--- src/rtl/bus_timer_slave_pkg.sv ---
// Shared definitions for the bus timer slave: strobe polarities, bus
// direction codes, register indices, CTRL bit positions and FSM states.
package bus_timer_slave_pkg;

  localparam logic Enable_  = 1'b0;
  localparam logic Disable_ = 1'b1;

  localparam logic Read  = 1'b1;
  localparam logic Write = 1'b0;

  typedef enum logic [1:0] {
    TIMER_CTRL  = 2'd0,
    TIMER_INTR  = 2'd1,
    TIMER_EXPR  = 2'd2,
    TIMER_COUNT = 2'd3
  } reg_idx_t;

  localparam int START    = 0;
  localparam int PERIODIC = 1;

  typedef enum logic {
    IDLE = 1'b0,
    ACK  = 1'b1
  } bus_state_t;

endpackage

--- src/rtl/bus_timer_slave_bus_slave_if.sv ---
// Bus handshake for one chip-select window: accepts a strobe in IDLE,
// issues a one-cycle active-low ready and registers the read data.
//
// state | meaning
// IDLE  | waiting for cs_ = 0 and as_ = 0; accepting here raises we/re
// ACK   | rdy_ low for this cycle only; any strobe seen is ignored
module bus_slave_if
  import bus_timer_slave_pkg::*;
#(
  parameter int DATA_W = 32
) (
  input  logic              clk,
  input  logic              reset,
  input  logic              cs_,
  input  logic              as_,
  input  logic              rw,
  input  logic [1:0]        reg_sel,
  input  logic [DATA_W-1:0] reg_rdata,
  output logic              we,
  output logic              re,
  output reg_idx_t          reg_idx,
  output logic [DATA_W-1:0] rd_data,
  output logic              rdy_
);

  bus_state_t state;
  logic       accept;

  // An access is taken only from IDLE, which caps the rate at one per 2 cycles.
  always_comb begin
    accept = (state == IDLE) && (cs_ == Enable_) && (as_ == Enable_);
  end

  assign we      = accept && (rw == Write);
  assign re      = accept && (rw == Read);
  assign reg_idx = reg_idx_t'(reg_sel);

  // Handshake FSM; rd_data is captured at accept so it reflects pre-update values.
  always_ff @(posedge clk) begin
    if (reset) begin
      state   <= IDLE;
      rdy_    <= Disable_;
      rd_data <= '0;
    end else begin
      case (state)
        IDLE: begin
          if (accept) begin
            state   <= ACK;
            rdy_    <= Enable_;
            rd_data <= (rw == Read) ? reg_rdata : '0;
          end else begin
            rdy_    <= Disable_;
            rd_data <= '0;
          end
        end
        default: begin
          state   <= IDLE;
          rdy_    <= Disable_;
          rd_data <= '0;
        end
      endcase
    end
  end

endmodule

--- src/rtl/bus_timer_slave.sv ---
// Memory-mapped 32-bit timer: CTRL/INTR/EXPR/COUNT behind a simple
// strobe/ready bus, with a registered level interrupt.
module bus_timer_slave
  import bus_timer_slave_pkg::*;
#(
  parameter int ADDR_W = 30,
  parameter int DATA_W = 32
) (
  input  logic              clk,
  input  logic              reset,
  input  logic              cs_,
  input  logic              as_,
  input  logic              rw,
  input  logic [ADDR_W-1:0] addr,
  input  logic [DATA_W-1:0] wr_data,
  output logic [DATA_W-1:0] rd_data,
  output logic              rdy_,
  output logic              irq
);

  localparam logic [DATA_W-1:0] ONE = {{(DATA_W-1){1'b0}}, 1'b1};

  logic              we;
  logic              re;
  reg_idx_t          reg_idx;
  logic [DATA_W-1:0] reg_rdata;

  logic              start;
  logic              periodic;
  logic              intr_flag;
  logic [DATA_W-1:0] expr;
  logic [DATA_W-1:0] count;
  logic              match;

  // Upper address bits are decoded by the chip-select decoder, not here.
  logic unused_addr_hi;
  assign unused_addr_hi = ^addr[ADDR_W-1:2];

  bus_slave_if #(.DATA_W(DATA_W)) u_bus_if (
    .clk       (clk),
    .reset     (reset),
    .cs_       (cs_),
    .as_       (as_),
    .rw        (rw),
    .reg_sel   (addr[1:0]),
    .reg_rdata (reg_rdata),
    .we        (we),
    .re        (re),
    .reg_idx   (reg_idx),
    .rd_data   (rd_data),
    .rdy_      (rdy_)
  );

  // Register read mux; only driven during an accepted read.
  always_comb begin
    reg_rdata = '0;
    if (re) begin
      case (reg_idx)
        TIMER_CTRL: begin
          reg_rdata[START]    = start;
          reg_rdata[PERIODIC] = periodic;
        end
        TIMER_INTR:  reg_rdata[0] = intr_flag;
        TIMER_EXPR:  reg_rdata    = expr;
        default:     reg_rdata    = count;
      endcase
    end
  end

  always_comb begin
    match = start && (count == expr);
  end

  // Timer and register updates; bus writes beat the timer except that an
  // expiry setting INTR beats a bus clear of it.
  always_ff @(posedge clk) begin
    if (reset) begin
      start     <= 1'b0;
      periodic  <= 1'b0;
      intr_flag <= 1'b0;
      expr      <= '0;
      count     <= '0;
    end else begin
      if (we && reg_idx == TIMER_COUNT)
        count <= wr_data;
      else if (start)
        count <= match ? '0 : count + ONE;

      if (we && reg_idx == TIMER_CTRL) begin
        start    <= wr_data[START];
        periodic <= wr_data[PERIODIC];
      end else if (match && !periodic) begin
        start <= 1'b0;
      end

      if (match)
        intr_flag <= 1'b1;
      else if (we && reg_idx == TIMER_INTR && !wr_data[0])
        intr_flag <= 1'b0;

      if (we && reg_idx == TIMER_EXPR)
        expr <= wr_data;
    end
  end

  assign irq = intr_flag;

endmodule

--- config.mk ---
export PLATFORM = sky130hd
export DESIGN_NAME = bus_timer_slave
export DESIGN_NICKNAME = d
export VERILOG_FILES = /design/src/rtl/bus_timer_slave_pkg.sv /design/src/rtl/bus_timer_slave_bus_slave_if.sv /design/src/rtl/bus_timer_slave.sv
export SDC_FILE = /design/constraint.sdc
export NUM_CORES = 1
export LEC_CHECK = 0
export CAP_MARGIN = 20
export CORE_MARGIN = 2
export CORE_UTILIZATION = 52
export DETAILED_ROUTE_END_ITERATION = 7
export PLACE_DENSITY_LB_ADDON = 0.12
export SYNTH_ARGS = -nofsm -noshare
export SYNTH_HDL_FRONTEND = slang
export SYNTH_SLANG_ARGS = --single-unit
--- constraint.sdc ---
create_clock -name clk -period 2.15 [get_ports clk]
set_input_delay 0.5375 -clock clk [delete_from_list [all_inputs] [get_ports clk]]
set_output_delay 0.5375 -clock clk [all_outputs]
set_load 0.005 [all_outputs]
==> Slide: Implementation Results, run 1 <==
Synthesis and Place & Route Summary

Logic synthesis
  • Basic Gates by Area: 24.50%
  • Mux frac, synth: 7.601%
  • Dominant cell area share: between 40 and 50%
  • Top non-seq family: simple AND/OR/NAND/NOR gates
  • Post-Syn Instances: 587
  • Xor/xnor share: between 10 and 15%
  • Post-synthesis adder-cell area fraction: 0.2534%
  • Yosys Warn Count: 0
  • Syn avg cell area: 8.413 µm²
  • Most frequent cell after synthesis: dfxtp_1
  • Netlist Area Pre-Place: 4938 µm²
  • Most area-hungry cell type in the Yosys netlist: dfxtp_1
  • Flip-flops with a built-in enable: 0
  • Async S/R FF share, synth: 0%
  • Post-synth top cells: dfxtp_1 (101), nand2_1 (87), a21oi_1 (57)
  • Top cells by area: dfxtp_1 (41%), xor2_1 (6.9%), mux2i_1 (6.7%)
  • FF+latch count, synth: 101
  • Ys cells: 587
  • Yosys aoi share: between 10% and 20%
  • Register share after synthesis: 40.94%
  • Chip area estimate from yosys synthesis: 4938 µm²
  • Unique cell types: between 40 and 50
  • Synth Net Count: 655
  • Primary FF master, synth: dfxtp_1

Final timing
  • Post-Route Skew: 0.01437 ns
  • Worst Slack Setup Final: 0.1137 ns
  • FMAX: 491.1 MHz
  • Setup violators final: 0
  • Unrepaired setup endpoints after global routing: yes
  • Final min period: slightly above 2 ns
  • Final hold vios: 0
  • Fin crit share: between 90 and 100%
  • Worst slew pin tran: 0.5420 ns
  • Rel. slew slack: 63.82%
  • Pins Over Slew Limit: 0

Finish
  • Clock-cell share: ~3.3%
  • Inverter count: 7
  • Final nets: approximately 740
  • Seq area share: 32.30%
  • Top cell category: combinational gates
  • P&R area growth vs syn: 27.08%
  • Non-clock buffers, area share: roughly 19%
  • #MultiIn Comb: 427
  • Number of sequential cells: 101
  • Non-clock buffers: 124
  • Layout clock buffers: 11
  • Ant. Diodes: 0
  • Comb. cell area: 2690 µm²
  • # fillers: 779
  • Multi-input gate share of total cell area: 42.86%
  • Register Area: 2027 µm²
  • Top Layout Cells: dfxtp_1 (97), nand2_1 (87), clkdlybuf4s50_1 (70)
  • Commonest Layout Cell: dfxtp_1
  • Final Cell Area: roughly 6300 µm²
  • Share of layout cells above drive strength 1: 13.04%
  • Final core utilization: 67.92%

Floorplanning
  • # Taps: between 100 and 150
  • Die span in y: about 100 µm
  • DIE WIDTH: 101.5 µm
  • Core utilization at floorplan: 53.45%
  • Chip area: 10290 µm²
  • Std-Cell Rows: 35
  • Core area: about 9200 µm²
  • Num ports: 101

Flow run
  • OpenROAD warning count: 55
  • Max Cap Violations: 0

Clock network
  • CTS tree: yes
  • Hold_buf cts: 0
  • Max Buffers Root-to-Sink: 2
  • H-Tree Depth: 3
  • Post-CTS sizing: 1
  • Clock-pin slew on the worst setup and hold paths: 0.10 ns
  • Clk sinks: 101
  • Root buf cell: clkbuf_8
  • Clk ins delay skew pair: 0.37 ns
  • Setup bufs post-CTS: 0
  • Num CTS Buffers: 9

Power and ir drop
  • Logic gate share of total power: about a tenth
  • Worst VDD drop: 0.4394 mV
  • Clock power share: ~36%
  • Top power group: sequential cells
  • Overall power: 3.548 mW
  • Power per cell area: 565.4 nW/µm²
  • Power Clock: ~1.3 mW
  • Sequential group power: ~1.9 mW
  • Share of power burned in registers: 54.2%
  • Net switching power: just under 900 µW
  • Internal power: 2.677 mW
  • Combinational power: 358 µW
  • Fraction of power spent switching nets: 24.56%
  • Static leakage: between 2 and 2.5 nW

Global routing
  • Vias in the first global route: about 4.2k
  • Largest net degree at the start of global routing: 34
  • Antenna violations before repair: 0
  • First-pass GRT wire length: 21160 µm
  • GR Util met3: 3.865%
  • Total grt overflow: 0

Setup path
  • Worst-path maximum fanout: 15
  • CP Buf/Inv Count: 4
  • Crit path DAT: 2.33 ns
  • Cell mode on critical path: buf_4
  • CP Cell Sequence: clkdlybuf4s50_1 -> nor4_4 -> buf_4 -> nand2_1 -> buf_4 -> nor2_2 -> buf_4 -> nand2_1 -> a21oi_1
  • Crit path max-delay cell type: clkdlybuf4s50_1
  • Worst setup EP type: flop
  • Crit Path Class: input port to flop
  • Worst reg2reg setup slack: around 0.11 ns
  • Worst setup SP type: input port
  • Critical Path End: expr[10]
  • Critical Path RT: 2.44 ns
  • Crit path depth: 9
  • Reg2Reg Depth: 6
  • Reg-to-Reg End: count[31]
  • Worst R2R Start: count[9]
  • Crit path launch: rw
  • Critical Path Max Stage Delay: 0.46 ns
  • Top Family by Delay on Critical Path: buffers and inverters

Route
  • Routed vias/inst: about 5.6
  • Final wirelength: 12950 µm
  • Antenna-violating nets left: 0
  • Via Count: around 4.5k
  • TritonRoute pass-1 iters: 4
  • Detailed router's first-iteration violation count: 218
  • Remaining DRCs: 0

Hold path
  • Hold/Removal Path Class: input port to flop
  • Worst Hold Launch: reset
  • End of the worst hold path: expr[2]
  • Worst hold path depth: 2

Placed design
  • Gpl congestion: approximately 0.92
  • Placed cell area: 6025 µm²
  • Setup slack at placement: -0.3261 ns
  • Port Buf Inserts: 72
  • Dpl hpwl: 9419 µm

Status
  • Status: finished, final reports clean
==> run 1: stage by stage <==
step / std cells / hold WS [ns] / setup TNS [ns]
finish: 804 / 0.4398 / 0
global route: 804 / 0.4432 / -0.05256
CTS: 802 / 0.4232 / 0
detailed placement: 786 / 0.4741 / -13.36
global placement: 786 / 0.4596 / -9.104
floorplan: 587 / 0.4495 / 0
==> run 1: layer usage <==
metal / part of all wire (%) / wire length, µm
met1: 46 / 6018
met2: 45 / 5763
met3: 5.7 / 738
met4: 3.3 / 427
met5: 0 / 0
==> run 1: sequential cells by signal, indices dropped and copies added, names as in the netlist <==
signal,cells
periodic,1
start,1
irq,1
u_bus_if.state,1
u_bus_if.rd_data,32
count,32
u_bus_if.rdy_,1
expr,32
Figure 1. Routing congestion map (run 1).
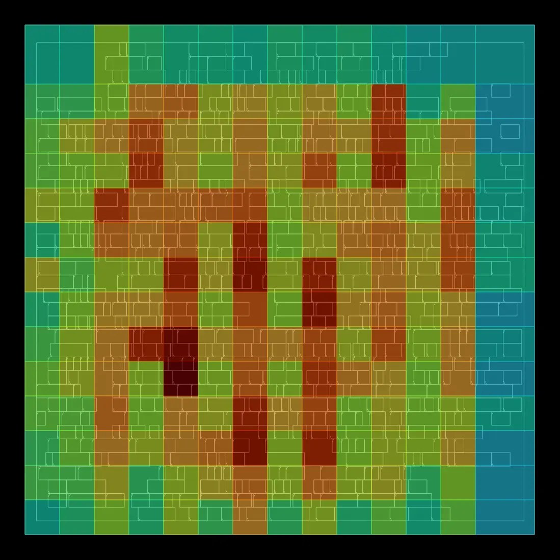
met1 GRT Util: 36.16%
global route hottest layer: met2
met2 Track Usage GR: 40.04%
aggregate global-route resource usage: 26.13%
WL per Instance: 16.10 µm

Figure 2. Signal wires on met4 (run 1).
Drawn at 4 px/µm.
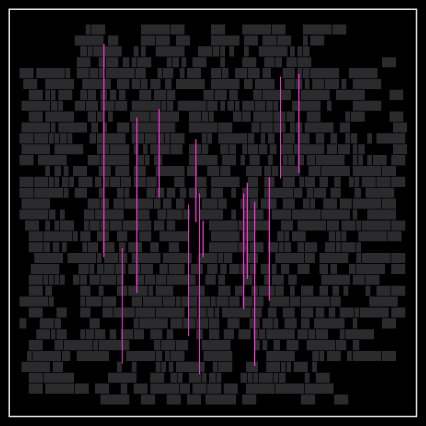
main direction	vertical
wire length on this layer	427 µm

Figure 3. Metal layers overlaid (run 1).
Drawn at 4 px/µm.
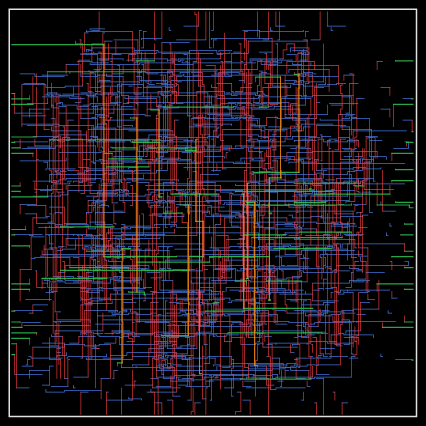
colour	layer	wire length
orange	met4	427 µm
green	met3	739 µm
red	met2	5760 µm
blue	met1	6020 µm

Figure 4. Zoomed window (run 1).
Region (66, 15) to (86, 35) µm. Cells in grey, sequential cells in the stronger grey; small squares are vias.
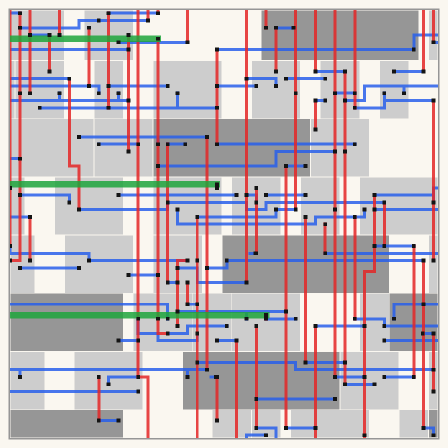

==> run 1 -> run 2 <==
CORE_MARGIN = not set   (was 2)
Figure 5. Zoomed window (run 2).
Region (65, 15) to (85, 35) µm. Cells in grey, sequential cells in the stronger grey; small squares are vias.
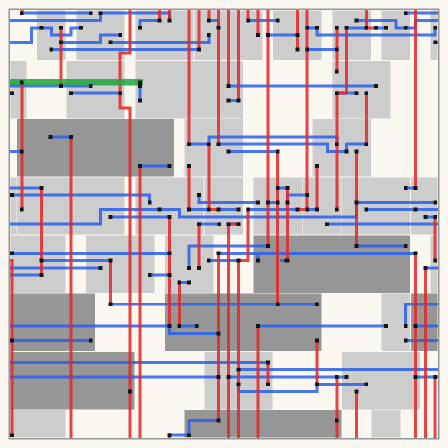
colour	layer
blue	met1
red	met2
green	met3
most frequent	dfxtp_1 (5), xor2_1 (4)
netlist names of flops here include	`count` (4), `expr` (1)
sequential cells in the window	5
cells with their middle in the window	29

==> Slide: Implementation Results, run 2 <==
Synthesis and Place & Route Summary

Global routing
  • First-pass GRT wire length: around 21000 µm
  • Total grt overflow: 0
  • Antenna violations before repair: 0
  • Vias in the first global route: 4162
  • GR Util met3: roughly 4.6%
  • Global route hottest layer: met2
  • Aggregate global-route resource usage: 26.89%
  • Met1 GRT Util: 36.36%
  • Met2 Track Usage GR: 43.75%

Finish
  • Final Cell Area: ~6200 µm²
  • Commonest Layout Cell: dfxtp_1
  • Ant. Diodes: 0
  • # fillers: roughly 790
  • Final cell count without fillers: between 700 and 800
  • Top Layout Cells: dfxtp_1 (99), nand2_1 (87), clkdlybuf4s50_1 (70)
  • Final core utilization: 67.42%
  • Register Area: 2024 µm²
  • Share of layout cells above drive strength 1: 11.68%
  • Largest regs: count: 32 flops, expr: 32 flops, u_bus_if.rd_data: 32 flops
  • P&R area growth vs syn: 26.15%
  • Comb. cell area: roughly 2700 µm²

Logic synthesis
  • Post-synth top cells: dfxtp_1 (101), nand2_1 (87), a21oi_1 (57)
  • Async S/R FF share, synth: 0%
  • Mux frac, synth: 7.601%
  • Most area-hungry cell type in the Yosys netlist: dfxtp_1
  • Netlist Area Pre-Place: a little under 5000 µm²
  • Synth Net Count: about 660
  • Chip area estimate from yosys synthesis: 4938 µm²
  • Syn avg cell area: approximately 8.4 µm²
  • Flip-flops with a built-in enable: 0
  • Yosys aoi share: 11.55%
  • Yosys Warn Count: 0
  • Dominant cell area share: 40.94%
  • Xor/xnor share: 10.11%
  • Ys cells: 587
  • Post-synthesis adder-cell area fraction: 0.2534%
  • Basic Gates by Area: 24.50%
  • FF+latch count, synth: 101
  • Post-Syn Instances: 587
  • Most frequent cell after synthesis: dfxtp_1
  • Unique cell types: 46
  • Top non-seq family: simple AND/OR/NAND/NOR gates
  • Register share after synthesis: 40.94%
  • Primary FF master, synth: dfxtp_1

Floorplanning
  • Std-Cell Rows: 35
  • Die span in y: 99.46 µm
  • Core utilization at floorplan: 53.45%
  • Num ports: 101
  • Chip area: 9891 µm²
  • Core area: 9240 µm²
  • DIE WIDTH: 99.46 µm

Power and ir drop
  • Worst VDD drop: about 0.34 mV
  • Overall power: 3.633 mW
  • Net switching power: 903.2 µW
  • Logic gate share of total power: 9.8%
  • Power Clock: between 1 and 1.5 mW
  • Fraction of power spent switching nets: roughly 25%
  • Sequential group power: around 1.9 mW
  • Combinational power: 355 µW
  • Share of power burned in registers: 52.9%
  • Internal power: 2.730 mW
  • Static leakage: between 2 and 2.5 nW
  • Power per cell area: 583.2 nW/µm²
  • Clock power share: a little under two fifths

Placed design
  • Placed cell area: 6000 µm²
  • Gpl congestion: 0.9043
  • Port Buf Inserts: approximately 72
  • Cell count after placement: 781
  • Dpl hpwl: 9073 µm
  • Setup slack at placement: -0.2926 ns

Route
  • WL per Instance: 16.13 µm
  • Remaining DRCs: 0
  • Via Count: 4474
  • Top sig layer: met4
  • Met3 routed WL: 814 µm
  • Detailed router's first-iteration violation count: ~270
  • Final wirelength: 12850 µm
  • Metal2 WL: 5953 µm
  • Antenna-violating nets left: 0
  • Routed vias/inst: ~5.6
  • TritonRoute pass-1 iters: 5
  • Met1 wire length: 5897 µm

Flow run
  • Max Cap Violations: 0
  • OpenROAD warning count: 55

Clock network
  • Hold_buf cts: 0
  • Root buf cell: clkbuf_8
  • Clk sinks: 101
  • CTS tree: yes
  • Max Buffers Root-to-Sink: 2
  • Clk ins delay skew pair: roughly 0.37 ns
  • Num CTS Buffers: 9
  • Clock-pin slew on the worst setup and hold paths: roughly 0.10 ns
  • Setup bufs post-CTS: 0
  • Post-CTS sizing: 0

Final timing
  • Unrepaired setup endpoints after global routing: yes
  • Fin crit share: 98.37%
  • Final hold vios: 0
  • Final min period: 2.115 ns
  • Pins Over Slew Limit: 0
  • Rel. slew slack: between 60% and 70%
  • Setup TNS Final: 0 ns
  • Worst Slack Setup Final: about 0.035 ns
  • Setup violators final: 0
  • Post-Route Skew: between 0.009 and 0.01 ns

Setup path
  • Worst reg2reg setup slack: 0.04 ns
  • Crit path DAT: ~2.4 ns
  • Worst setup EP type: flop
  • Critical Path Max Stage Delay: 0.58 ns
  • Worst setup SP type: flop
  • Crit Path Class: flop to flop
  • Critical Path RT: 2.41 ns
  • CP Cell Sequence: xor2_1 -> or4_4 -> nor4_4 -> and4_4 -> buf_4 -> o21ai_0
  • CP Buf/Inv Count: 1

Status
  • Status: finished, final reports clean
Figure 6. Routed clock nets over the placement (run 2).
Drawn at 3 px/µm.
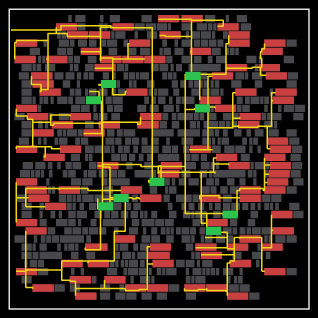
[green] cells driving clock nets | count: 9
[yellow] clock wires | length: 1190 µm
[red] flip-flops | count: 101
flops lie	widely spread

==> run 2: netlist changes by cell type in the layout (fill, tap and decap cells not counted), moves of 2 or more <==
cell        delta
clkbuf_8       -2
buf_6          -3
clkinvlp_4     +2
dfxtp_2        -2
buf_4          -5
dfxtp_1        +2
==> run 2: path summary, 6_finish.rpt <==
kind | startpoint | end | cells after the start
setup / recovery | expr[0] | count[0] | 6
hold reg to reg | periodic | periodic | 2
setup reg to reg | expr[0] | count[0] | 6
hold / removal | periodic | periodic | 2
==> run 2: area by class of cell <==
cell class,count,share of cell area (%)
clock buffers,9,1.988
clock inverters,7,1.567
inverters,7,0.4218
multi-input cells,427,43.10
flip-flops and latches,101,32.50
well taps,129,2.591
repair buffers,117,17.83
Figure 7. Metal layers overlaid (run 2).
Drawn at 4 px/µm.
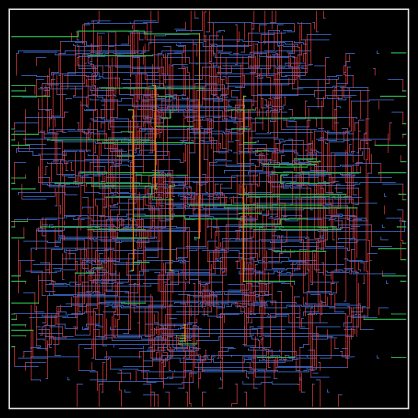

==> run 2 -> run 3 <==
ABC_CLOCK_PERIOD_IN_PS = 2700   (was not set)
CORE_UTILIZATION = 56   (was 52)
clock period = 2.7 ns   (was 2.15 ns; I/O delays follow)
Figure 8. Metal layers overlaid (run 3).
Drawn at 4 px/µm.
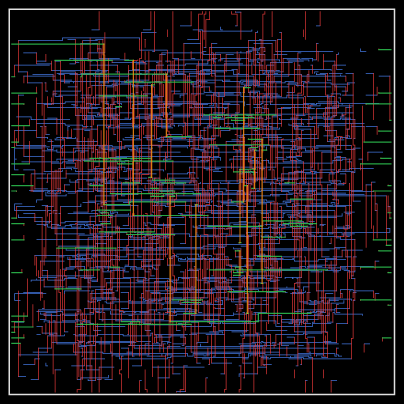
colour	layer	wire length
red	met2	5960 µm
blue	met1	5710 µm
green	met3	693 µm
orange	met4	307 µm

Figure 9. Zoomed window (run 3).
Region (62, 14) to (82, 34) µm. Cells in grey, sequential cells in the stronger grey; small squares are vias.
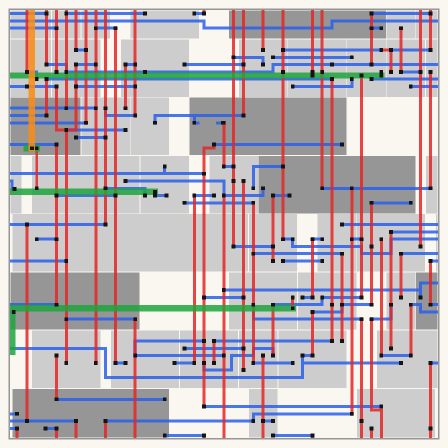
colour	layer
red	met2
blue	met1
green	met3
orange	met4
sequential cells in the window	4
most frequent	xor2_1 (5), a21oi_1 (4), dfxtp_1 (4)
netlist names of flops here include	`count` (3), `expr` (1)
cells with their middle in the window	30

==> Slide: Implementation Results, run 3 <==
Synthesis and Place & Route Summary

Placed design
  • Dpl hpwl: 8714 µm
  • Placed cell area: ~5700 µm²
  • Port Buf Inserts: 72
  • Cell count after placement: 731
  • Gpl congestion: 0.8723

Final timing
  • Setup violators final: 0
  • Setup TNS Final: 0 ns
  • Final hold vios: 0
  • Unrepaired setup endpoints after global routing: no
  • Worst Slack Setup Final: between 0.15 and 0.2 ns
  • Final min period: 2.528 ns
  • Fin crit share: 93.63%
  • Worst slew pin tran: 0.5562 ns
  • Post-Route Skew: 0.01593 ns
  • Pins Over Slew Limit: 0

Hold path
  • Worst hold path depth: 2
  • End of the worst hold path: periodic
  • Hold/Removal Path Class: flop to flop
  • Worst Hold Launch: periodic

Power and ir drop
  • Overall power: 2.789 mW
  • Worst VDD drop: 0.3047 mV

Logic synthesis
  • Post-synthesis adder-cell area fraction: 0.2534%
  • Yosys aoi share: 11.55%
  • Dominant cell area share: 40.94%
  • Post-synth top cells: dfxtp_1 (101), nand2_1 (87), a21oi_1 (57)
  • Most frequent cell after synthesis: dfxtp_1
  • Primary FF master, synth: dfxtp_1
  • Post-Syn Instances: 587
  • Chip area estimate from yosys synthesis: 4938 µm²
  • Synth Net Count: 655
  • Yosys Warn Count: 0
  • Unique cell types: around 46
  • Netlist Area Pre-Place: 4938 µm²
  • Flip-flops with a built-in enable: 0
  • FF+latch count, synth: 101
  • Basic Gates by Area: between 20 and 25%
  • Register share after synthesis: 40.94%
  • Top non-seq family: simple AND/OR/NAND/NOR gates
  • Top cells by area: dfxtp_1 (41%), xor2_1 (6.9%), mux2i_1 (6.7%)
  • Ys cells: between 500 and 600

Setup path
  • Worst R2R Start: count[0]
  • Crit Path Class: flop to flop
  • Reg2Reg Depth: 5
  • Crit path max-delay cell type: or4_4
  • Critical Path RT: just under 3 ns
  • Worst reg2reg setup slack: 0.17 ns
  • Worst setup SP type: flop
  • Worst-path maximum fanout: 11
  • Crit path launch: count[0]
  • Crit path DAT: ~2.8 ns
  • CP Cell Sequence: xor2_1 -> or4_4 -> nor4_4 -> and4_1 -> o31ai_1
  • Worst setup EP type: flop

Route
  • Via Count: between 4k and 5k
  • Met1 wire length: 5706 µm
  • TritonRoute pass-1 iters: 6
  • Metal2 WL: slightly below 6000 µm
  • Antenna-violating nets left: 0
  • Top sig layer: met4
  • Remaining DRCs: 0
  • Met3 routed WL: 692 µm
  • Routed vias/inst: 6.027

Finish
  • Share of layout cells above drive strength 1: 7.477%
  • Final nets: approximately 710
  • # fillers: 700
  • Largest regs: count: 32 flops, expr: 32 flops, u_bus_if.rd_data: 32 flops
  • Ant. Diodes: 0
  • Comb. cell area: between 2000 and 3000 µm²
  • Final Cell Area: about 6000 µm²
  • Final cell count without fillers: 747
  • Top Layout Cells: dfxtp_1 (101), nand2_1 (87), clkdlybuf4s50_1 (70)

Floorplanning
  • Chip area: 9199 µm²
  • DIE WIDTH: 95.91 µm
  • Num ports: 101
  • Std-Cell Rows: 33
  • Die span in y: 95.91 µm
  • Core area: 8382 µm²

Clock network
  • H-Tree Depth: 3
  • Root buf cell: clkbuf_8
  • Max Buffers Root-to-Sink: 2
  • Clk ins delay skew pair: 0.37 ns
  • Clk sinks: 101
  • Hold_buf cts: 0
  • Post-CTS sizing: 0
  • Num CTS Buffers: 9
  • Clock-pin slew on the worst setup and hold paths: around 0.10 ns

Flow run
  • OpenROAD warning count: 54
  • Max Cap Violations: 0

Global routing
  • Met1 GRT Util: 40.63%
  • GR Util met3: 3.555%
  • Antenna violations before repair: 0
  • Largest net degree at the start of global routing: ~43
  • Global route hottest layer: met2
  • Vias in the first global route: 4177
  • First-pass GRT wire length: 20710 µm
  • Aggregate global-route resource usage: between 20% and 30%
  • Total grt overflow: 0

Status
  • Status: finished, final reports clean
## run 3: cell counts after synthesis
Identical to the previous run, type by type.
## run 3: report_power, final
| group | total (mW) | internal (mW) | switching (mW) |
|---|---|---|---|
| sequential | 1.53 | 1.51 | 0.0275 |
| clock | 0.993 | 0.457 | 0.536 |
| combinational | 0.261 | 0.127 | 0.134 |
## run 3: cell type report
type | count | area share (%)
multi-input cells | 427 | 45.12
flip-flops and latches | 101 | 34.06
repair buffers | 91 | 14.79
clock buffers | 11 | 2.381
well taps | 105 | 2.213
clock inverters | 5 | 0.9905
inverters | 7 | 0.4426
## run 3: critical path: cells and delay by family, from the launching register on
kind            cells  cell delay [ns]
compound gates      1             0.15
xor+xnor            1             0.20
flops               1             0.51
simple gates        3             1.51
Power and IR drop assume default switching activity.
